==> config.mk <==
export PLATFORM = sky130hd
export DESIGN_NAME = apvm_delay_meter
export DESIGN_NICKNAME = d
export VERILOG_FILES = /design/src/rtl/apvm_delay_meter.sv
export SDC_FILE = /design/constraint.sdc
export NUM_CORES = 1
export LEC_CHECK = 0
export CAP_MARGIN = 10
export CORE_UTILIZATION = 50
export DETAILED_ROUTE_END_ITERATION = 8
export GPL_ROUTABILITY_DRIVEN = 1
export HOLD_SLACK_MARGIN = 0.12
export PLACE_DENSITY = 0.77
export RECOVER_POWER = 25
export SLEW_MARGIN = 30
export SYNTH_ARGS = -nofsm -noshare
export SYNTH_HDL_FRONTEND = slang
export SYNTH_SLANG_ARGS = --single-unit
==> constraint.sdc <==
create_clock -name clk -period 10.4 [get_ports clk]
set_input_delay 1.04 -clock clk [delete_from_list [all_inputs] [get_ports clk]]
set_output_delay 1.04 -clock clk [all_outputs]
set_load 0.01 [all_outputs]
==> src/rtl/apvm_delay_meter.sv <==
// apvm_delay_meter
// Checker/monitor that sits beside a delay element on the same clock. Every
// enabled transition on the element input is timestamped into a small
// in-flight FIFO. The next transition on the element output retires the
// oldest entry and yields one delay measurement. Running min/max/count
// statistics and protocol error pulses are kept alongside the measurements.
// All timestamp arithmetic is modulo 2^TS_W.

module apvm_delay_meter #(
    parameter int TS_W      = 16,
    parameter int DEPTH     = 8,
    parameter int MAX_DELAY = 1000,
    parameter int CNT_W     = 16
) (
    input  logic                   clk,
    input  logic                   rst,
    input  logic                   en,
    input  logic                   in_sig,
    input  logic                   out_sig,
    input  logic                   clr_stats,
    output logic                   meas_valid,
    output logic [TS_W-1:0]        meas_delay,
    output logic                   meas_pol,
    output logic                   err_overflow,
    output logic                   err_unmatched,
    output logic                   err_pol,
    output logic                   err_timeout,
    output logic [$clog2(DEPTH):0] pending,
    output logic [TS_W-1:0]        min_delay,
    output logic [TS_W-1:0]        max_delay,
    output logic [CNT_W-1:0]       meas_count
);

    // ------------------------------------------------------------------
    // Local constants
    // ------------------------------------------------------------------
    localparam int PTR_W = $clog2(DEPTH);
    localparam int OCC_W = PTR_W + 1;

    localparam logic [PTR_W-1:0] PTR_ONE   = PTR_W'(1);
    localparam logic [OCC_W-1:0] OCC_ZERO  = {OCC_W{1'b0}};
    localparam logic [OCC_W-1:0] OCC_ONE   = OCC_W'(1);
    localparam logic [OCC_W-1:0] OCC_FULL  = OCC_W'(DEPTH);
    localparam logic [TS_W-1:0]  TS_ZERO   = {TS_W{1'b0}};
    localparam logic [TS_W-1:0]  TS_ONE    = TS_W'(1);
    localparam logic [TS_W-1:0]  TS_ONES   = {TS_W{1'b1}};
    localparam logic [TS_W-1:0]  MAX_AGE   = TS_W'(MAX_DELAY);
    localparam logic [CNT_W-1:0] CNT_ZERO  = {CNT_W{1'b0}};

    // ------------------------------------------------------------------
    // Helpers
    // ------------------------------------------------------------------

    // Elapsed cycles between two timestamps; the counter wraps freely, so
    // a plain modular subtraction gives the right answer across the wrap.
    function automatic logic [TS_W-1:0] ts_diff(
        input logic [TS_W-1:0] now_ts,
        input logic [TS_W-1:0] then_ts
    );
        return now_ts - then_ts;
    endfunction

    // Increment that sticks at all-ones instead of rolling over.
    function automatic logic [CNT_W-1:0] sat_inc(input logic [CNT_W-1:0] value);
        logic [CNT_W-1:0] result;
        if (&value) begin
            result = value;
        end else begin
            result = value + CNT_W'(1);
        end
        return result;
    endfunction

    // ------------------------------------------------------------------
    // State
    // ------------------------------------------------------------------
    logic             r_primed;
    logic             r_in_q;
    logic             r_out_q;
    logic [TS_W-1:0]  r_ts;

    logic [TS_W-1:0]  r_fifo_ts  [DEPTH];
    logic             r_fifo_pol [DEPTH];
    logic [PTR_W-1:0] r_rd_ptr;
    logic [PTR_W-1:0] r_wr_ptr;
    logic [OCC_W-1:0] r_count;

    logic             r_meas_valid;
    logic [TS_W-1:0]  r_meas_delay;
    logic             r_meas_pol;
    logic             r_err_overflow;
    logic             r_err_unmatched;
    logic             r_err_pol;
    logic             r_err_timeout;

    logic [TS_W-1:0]  r_min;
    logic [TS_W-1:0]  r_max;
    logic [CNT_W-1:0] r_cnt;

    // ------------------------------------------------------------------
    // Combinational signals
    // ------------------------------------------------------------------
    logic             w_in_edge;
    logic             w_out_edge;
    logic             w_empty;
    logic             w_full;
    logic [TS_W-1:0]  w_head_ts;
    logic             w_head_pol;
    logic [TS_W-1:0]  w_age;
    logic             w_pop_meas;
    logic             w_pop_to;
    logic             w_pop;
    logic             w_unmatched;
    logic             w_push_req;
    logic             w_push;
    logic             w_overflow;
    logic [OCC_W-1:0] w_count_nxt;
    logic [TS_W-1:0]  w_min_base;
    logic [TS_W-1:0]  w_max_base;
    logic [CNT_W-1:0] w_cnt_base;
    logic [TS_W-1:0]  w_min_nxt;
    logic [TS_W-1:0]  w_max_nxt;
    logic [CNT_W-1:0] w_cnt_nxt;

    // Edge detection; suppressed until the history flops hold real pin values.
    always_comb begin
        w_in_edge  = 1'b0;
        w_out_edge = 1'b0;
        if (r_primed) begin
            w_in_edge  = in_sig ^ r_in_q;
            w_out_edge = out_sig ^ r_out_q;
        end else begin
            w_in_edge  = 1'b0;
            w_out_edge = 1'b0;
        end
    end

    // Head inspection and pop/push arbitration for this cycle.
    always_comb begin
        w_empty     = (r_count == OCC_ZERO);
        w_full      = (r_count == OCC_FULL);
        w_head_ts   = r_fifo_ts[r_rd_ptr];
        w_head_pol  = r_fifo_pol[r_rd_ptr];
        w_age       = ts_diff(r_ts, w_head_ts);

        // An output edge always wins the single pop slot over an age-out.
        w_pop_meas  = w_out_edge & ~w_empty;
        w_unmatched = w_out_edge & w_empty;
        w_pop_to    = ~w_out_edge & ~w_empty & (w_age > MAX_AGE);
        w_pop       = w_pop_meas | w_pop_to;

        // A full FIFO still takes the new edge if a slot frees up this cycle.
        w_push_req  = w_in_edge & en;
        w_push      = w_push_req & (~w_full | w_pop);
        w_overflow  = w_push_req & w_full & ~w_pop;
    end

    // Occupancy bookkeeping.
    always_comb begin
        w_count_nxt = r_count;
        case ({w_push, w_pop})
            2'b10:   w_count_nxt = r_count + OCC_ONE;
            2'b01:   w_count_nxt = r_count - OCC_ONE;
            default: w_count_nxt = r_count;
        endcase
    end

    // Statistics: a clear is applied first, then the measurement that is
    // currently being presented on the outputs.
    always_comb begin
        w_min_base = r_min;
        w_max_base = r_max;
        w_cnt_base = r_cnt;
        w_min_nxt  = r_min;
        w_max_nxt  = r_max;
        w_cnt_nxt  = r_cnt;
        if (clr_stats) begin
            w_min_base = TS_ONES;
            w_max_base = TS_ZERO;
            w_cnt_base = CNT_ZERO;
        end else begin
            w_min_base = r_min;
            w_max_base = r_max;
            w_cnt_base = r_cnt;
        end
        if (r_meas_valid) begin
            w_min_nxt = (r_meas_delay < w_min_base) ? r_meas_delay : w_min_base;
            w_max_nxt = (r_meas_delay > w_max_base) ? r_meas_delay : w_max_base;
            w_cnt_nxt = sat_inc(w_cnt_base);
        end else begin
            w_min_nxt = w_min_base;
            w_max_nxt = w_max_base;
            w_cnt_nxt = w_cnt_base;
        end
    end

    // Timestamp counter and pin history; first cycle after reset only primes.
    always_ff @(posedge clk) begin
        if (rst) begin
            r_primed <= 1'b0;
            r_in_q   <= 1'b0;
            r_out_q  <= 1'b0;
            r_ts     <= TS_ZERO;
        end else begin
            r_primed <= 1'b1;
            r_in_q   <= in_sig;
            r_out_q  <= out_sig;
            r_ts     <= r_ts + TS_ONE;
        end
    end

    // FIFO storage: each entry holds the push timestamp and the new input level.
    always_ff @(posedge clk) begin
        if (rst) begin
            for (int i = 0; i < DEPTH; i++) begin
                r_fifo_ts[i]  <= TS_ZERO;
                r_fifo_pol[i] <= 1'b0;
            end
        end else if (w_push) begin
            r_fifo_ts[r_wr_ptr]  <= r_ts;
            r_fifo_pol[r_wr_ptr] <= in_sig;
        end
    end

    // FIFO pointers and occupancy; reset discards anything still in flight.
    always_ff @(posedge clk) begin
        if (rst) begin
            r_rd_ptr <= {PTR_W{1'b0}};
            r_wr_ptr <= {PTR_W{1'b0}};
            r_count  <= OCC_ZERO;
        end else begin
            if (w_pop) begin
                r_rd_ptr <= r_rd_ptr + PTR_ONE;
            end
            if (w_push) begin
                r_wr_ptr <= r_wr_ptr + PTR_ONE;
            end
            r_count <= w_count_nxt;
        end
    end

    // Measurement and error pulses, registered one cycle after the edge.
    always_ff @(posedge clk) begin
        if (rst) begin
            r_meas_valid    <= 1'b0;
            r_meas_delay    <= TS_ZERO;
            r_meas_pol      <= 1'b0;
            r_err_overflow  <= 1'b0;
            r_err_unmatched <= 1'b0;
            r_err_pol       <= 1'b0;
            r_err_timeout   <= 1'b0;
        end else begin
            r_meas_valid    <= w_pop_meas;
            r_err_overflow  <= w_overflow;
            r_err_unmatched <= w_unmatched;
            r_err_pol       <= w_pop_meas & (w_head_pol ^ out_sig);
            r_err_timeout   <= w_pop_to;
            if (w_pop_meas) begin
                r_meas_delay <= w_age;
                r_meas_pol   <= out_sig;
            end
        end
    end

    // Running statistics.
    always_ff @(posedge clk) begin
        if (rst) begin
            r_min <= TS_ONES;
            r_max <= TS_ZERO;
            r_cnt <= CNT_ZERO;
        end else begin
            r_min <= w_min_nxt;
            r_max <= w_max_nxt;
            r_cnt <= w_cnt_nxt;
        end
    end

    // ------------------------------------------------------------------
    // Outputs
    // ------------------------------------------------------------------
    assign meas_valid    = r_meas_valid;
    assign meas_delay    = r_meas_delay;
    assign meas_pol      = r_meas_pol;
    assign err_overflow  = r_err_overflow;
    assign err_unmatched = r_err_unmatched;
    assign err_pol       = r_err_pol;
    assign err_timeout   = r_err_timeout;
    assign pending       = r_count;
    assign min_delay     = r_min;
    assign max_delay     = r_max;
    assign meas_count    = r_cnt;

endmodule

**Layout detail**

Scale bar: 10 um. Window x 66 to 91, y 35 to 60 um. Cells in grey, sequential cells in the stronger grey; small squares are vias.
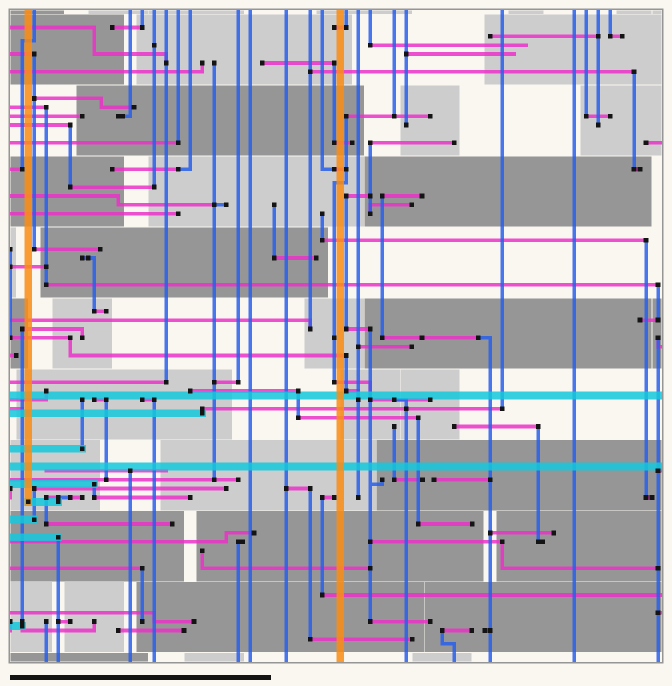
Key: blue = metal 2; cyan = metal 3; magenta = metal 1; orange = metal 4
23 logic cells have their middle in the window. Sequential cells in the window: 10. Most frequent: edfxtp_1 (10), and2_1 (7), mux4_2 (4). Netlist names of flops here include r_fifo_ts (10).

**Wire density map**

31 x 31 tiles, from black (low) to pale yellow (high), scaled to the fullest tile. Values are wire area over tile area, all layers added.
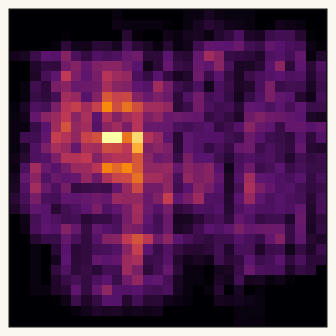
The mean over all tiles is 0.20. 17% of the tiles are nearly empty. 3.7% of the tiles are over half the peak. The densest ninth of the die: centre. The fullest tile reaches 1.1.

==> impl_metrics.json <==
{
  "ys_cells": 1081,
  "clockBufferDepth": 3,
  "ys_ff": 238,
  "final_max_slew_viol_count": 140,
  "rsz0062_at_grt": "false",
  "cts_max_level": 1,
  "layout.nets": 1191,
  "nFlopsAndLatches": 238,
  "power_density_nw_per_um2": 205,
  "ctsHoldBuffers": 0,
  "status": "finished, violations left",
  "slowest_delay_ns": 1.86,
  "topCombFamilyByArea": "simple AND/OR/NAND/NOR gates",
  "p_sw_share_pct": 30.4,
  "cts_buffers": 25,
  "top_power_group": "sequential cells",
  "violations": "capacitance limit, slew limit",
  "num-fill-cells": 1904,
  "p_seq_share_pct": 38.9,
  "endpoint_kind": "flop",
  "grt_pass1_wl_mm": 44.9,
  "vdd_drop_max_uv": 191,
  "period_minus_slack_ns": 7.22,
  "async_reset_ff_share_pct": 0,
  "fp-utilization_pct": 51.2,
  "antenna_cells": 0,
  "area_growth_pct": 15.9,
  "synth_warnings": 0,
  "top_cells_by_area": "edfxtp_1 34%, dfxtp_1 17%, and2_1 7.2%",
  "drv_cap": 3,
  "die_x_um": 157,
  "setup_viol": 0,
  "max_clock_freq_ghz": 0.139,
  "antenna_left": 0,
  "p_seq_uw": 1120,
  "grt_pass1_vias": 8002,
  "drc_errors": 0,
  "cp_slowest_cell": "clkbuf_1",
  "nNonClkInverters": 28,
  "clock_buffer_count": 33,
  "power_switching_uw": 873
}
**Gate-type map**

Scale bar: 50 um.
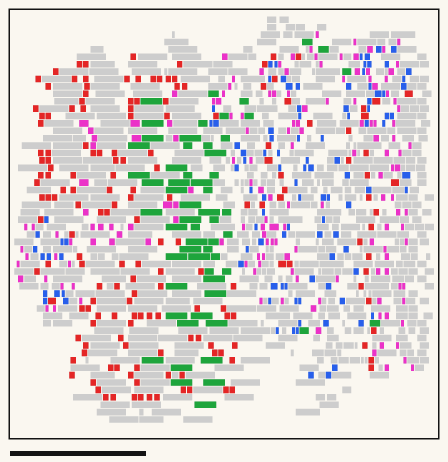
Key: blue = NAND gates [cells 105]; green = multiplexers [cells 59]; magenta = NOR gates [cells 154]; red = AND and OR gates [cells 171, where widely spread]
combinational share of cell area: 39.8%
fin cells: 1,468
Commonest Layout Cell: and2_1

**Clock wires, drivers and flops**

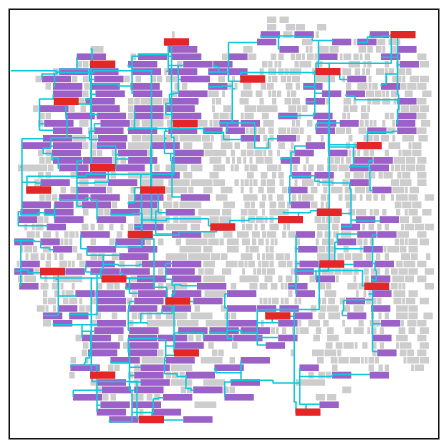
Key: cyan = clock wires [length 2,830 um]; red = clock drivers [count 25]; purple = flip-flops [count 238]
There are 26 routed clock nets. Position of the flops: widely spread.
clock share of power: 33.6%
Worst Skew: 0.0284 ns
clk_lat worst skew: 0.55 ns
Clock Power: 962 uW

## state kept, by name, indices dropped and copies added, names as in the netlist, 3 cells and up, named ones only
register / flops
r_fifo_pol: 8
r_rd_ptr: 3
r_fifo_ts: 128
meas_count: 16
meas_delay: 16
min_delay: 16
r_wr_ptr: 3
r_ts: 16
max_delay: 16
pending: 4
## through the flow
stage | setup slack [ns] | instance area [um2] | cells | total power, uW | utilization, %
floorplan | 4.82 | 12100 | 1081 | 1690 | -
global placement | 4.65 | 13100 | 1422 | 1910 | 55.5
detailed placement | 4.43 | 13100 | 1422 | 1930 | 55.5
CTS | 4.36 | 14000 | 1468 | 2880 | 59.3
global route | 2.47 | 14000 | 1468 | 2990 | 59.4
finish | 3.18 | 14000 | 1468 | 2870 | 59.4
## layer usage
metal / routed length [um] / global-route usage [%] / up-vias
li1: - / - / 4007
met1: 12500 / 32.6 / 4025
met2: 13000 / 37.8 / 359
met3: 2550 / 4.79 / 67
met4: 1090 / 8.92 / 4
met5: 27 / 0 / -
## cell usage after synthesis (7+ instances only)
| cell | instances |
|---|---|
| ha_1 | 53 |
| nor2_1 | 88 |
| o31ai_1 | 17 |
| xor2_1 | 24 |
| nor3_1 | 33 |
| and2_1 | 138 |
| xnor2_1 | 20 |
| a2111o_1 | 16 |
| a211oi_1 | 8 |
| nor2b_1 | 14 |
| or3_1 | 8 |
| dfxtp_1 | 102 |
| mux2i_1 | 20 |
| inv_1 | 26 |
| nand2_1 | 44 |
| a21oi_1 | 30 |
| mux4_2 | 34 |
| nand4_1 | 10 |
| buf_1 | 7 |
| o21ai_0 | 33 |
| nor4_1 | 17 |
| clkbuf_1 | 59 |
| edfxtp_1 | 136 |
| nand2b_1 | 25 |
| o21a_1 | 7 |
| nand3_1 | 22 |
| or2_2 | 11 |
| a21o_1 | 11 |
Power is estimated from default activity; no workload was simulated.
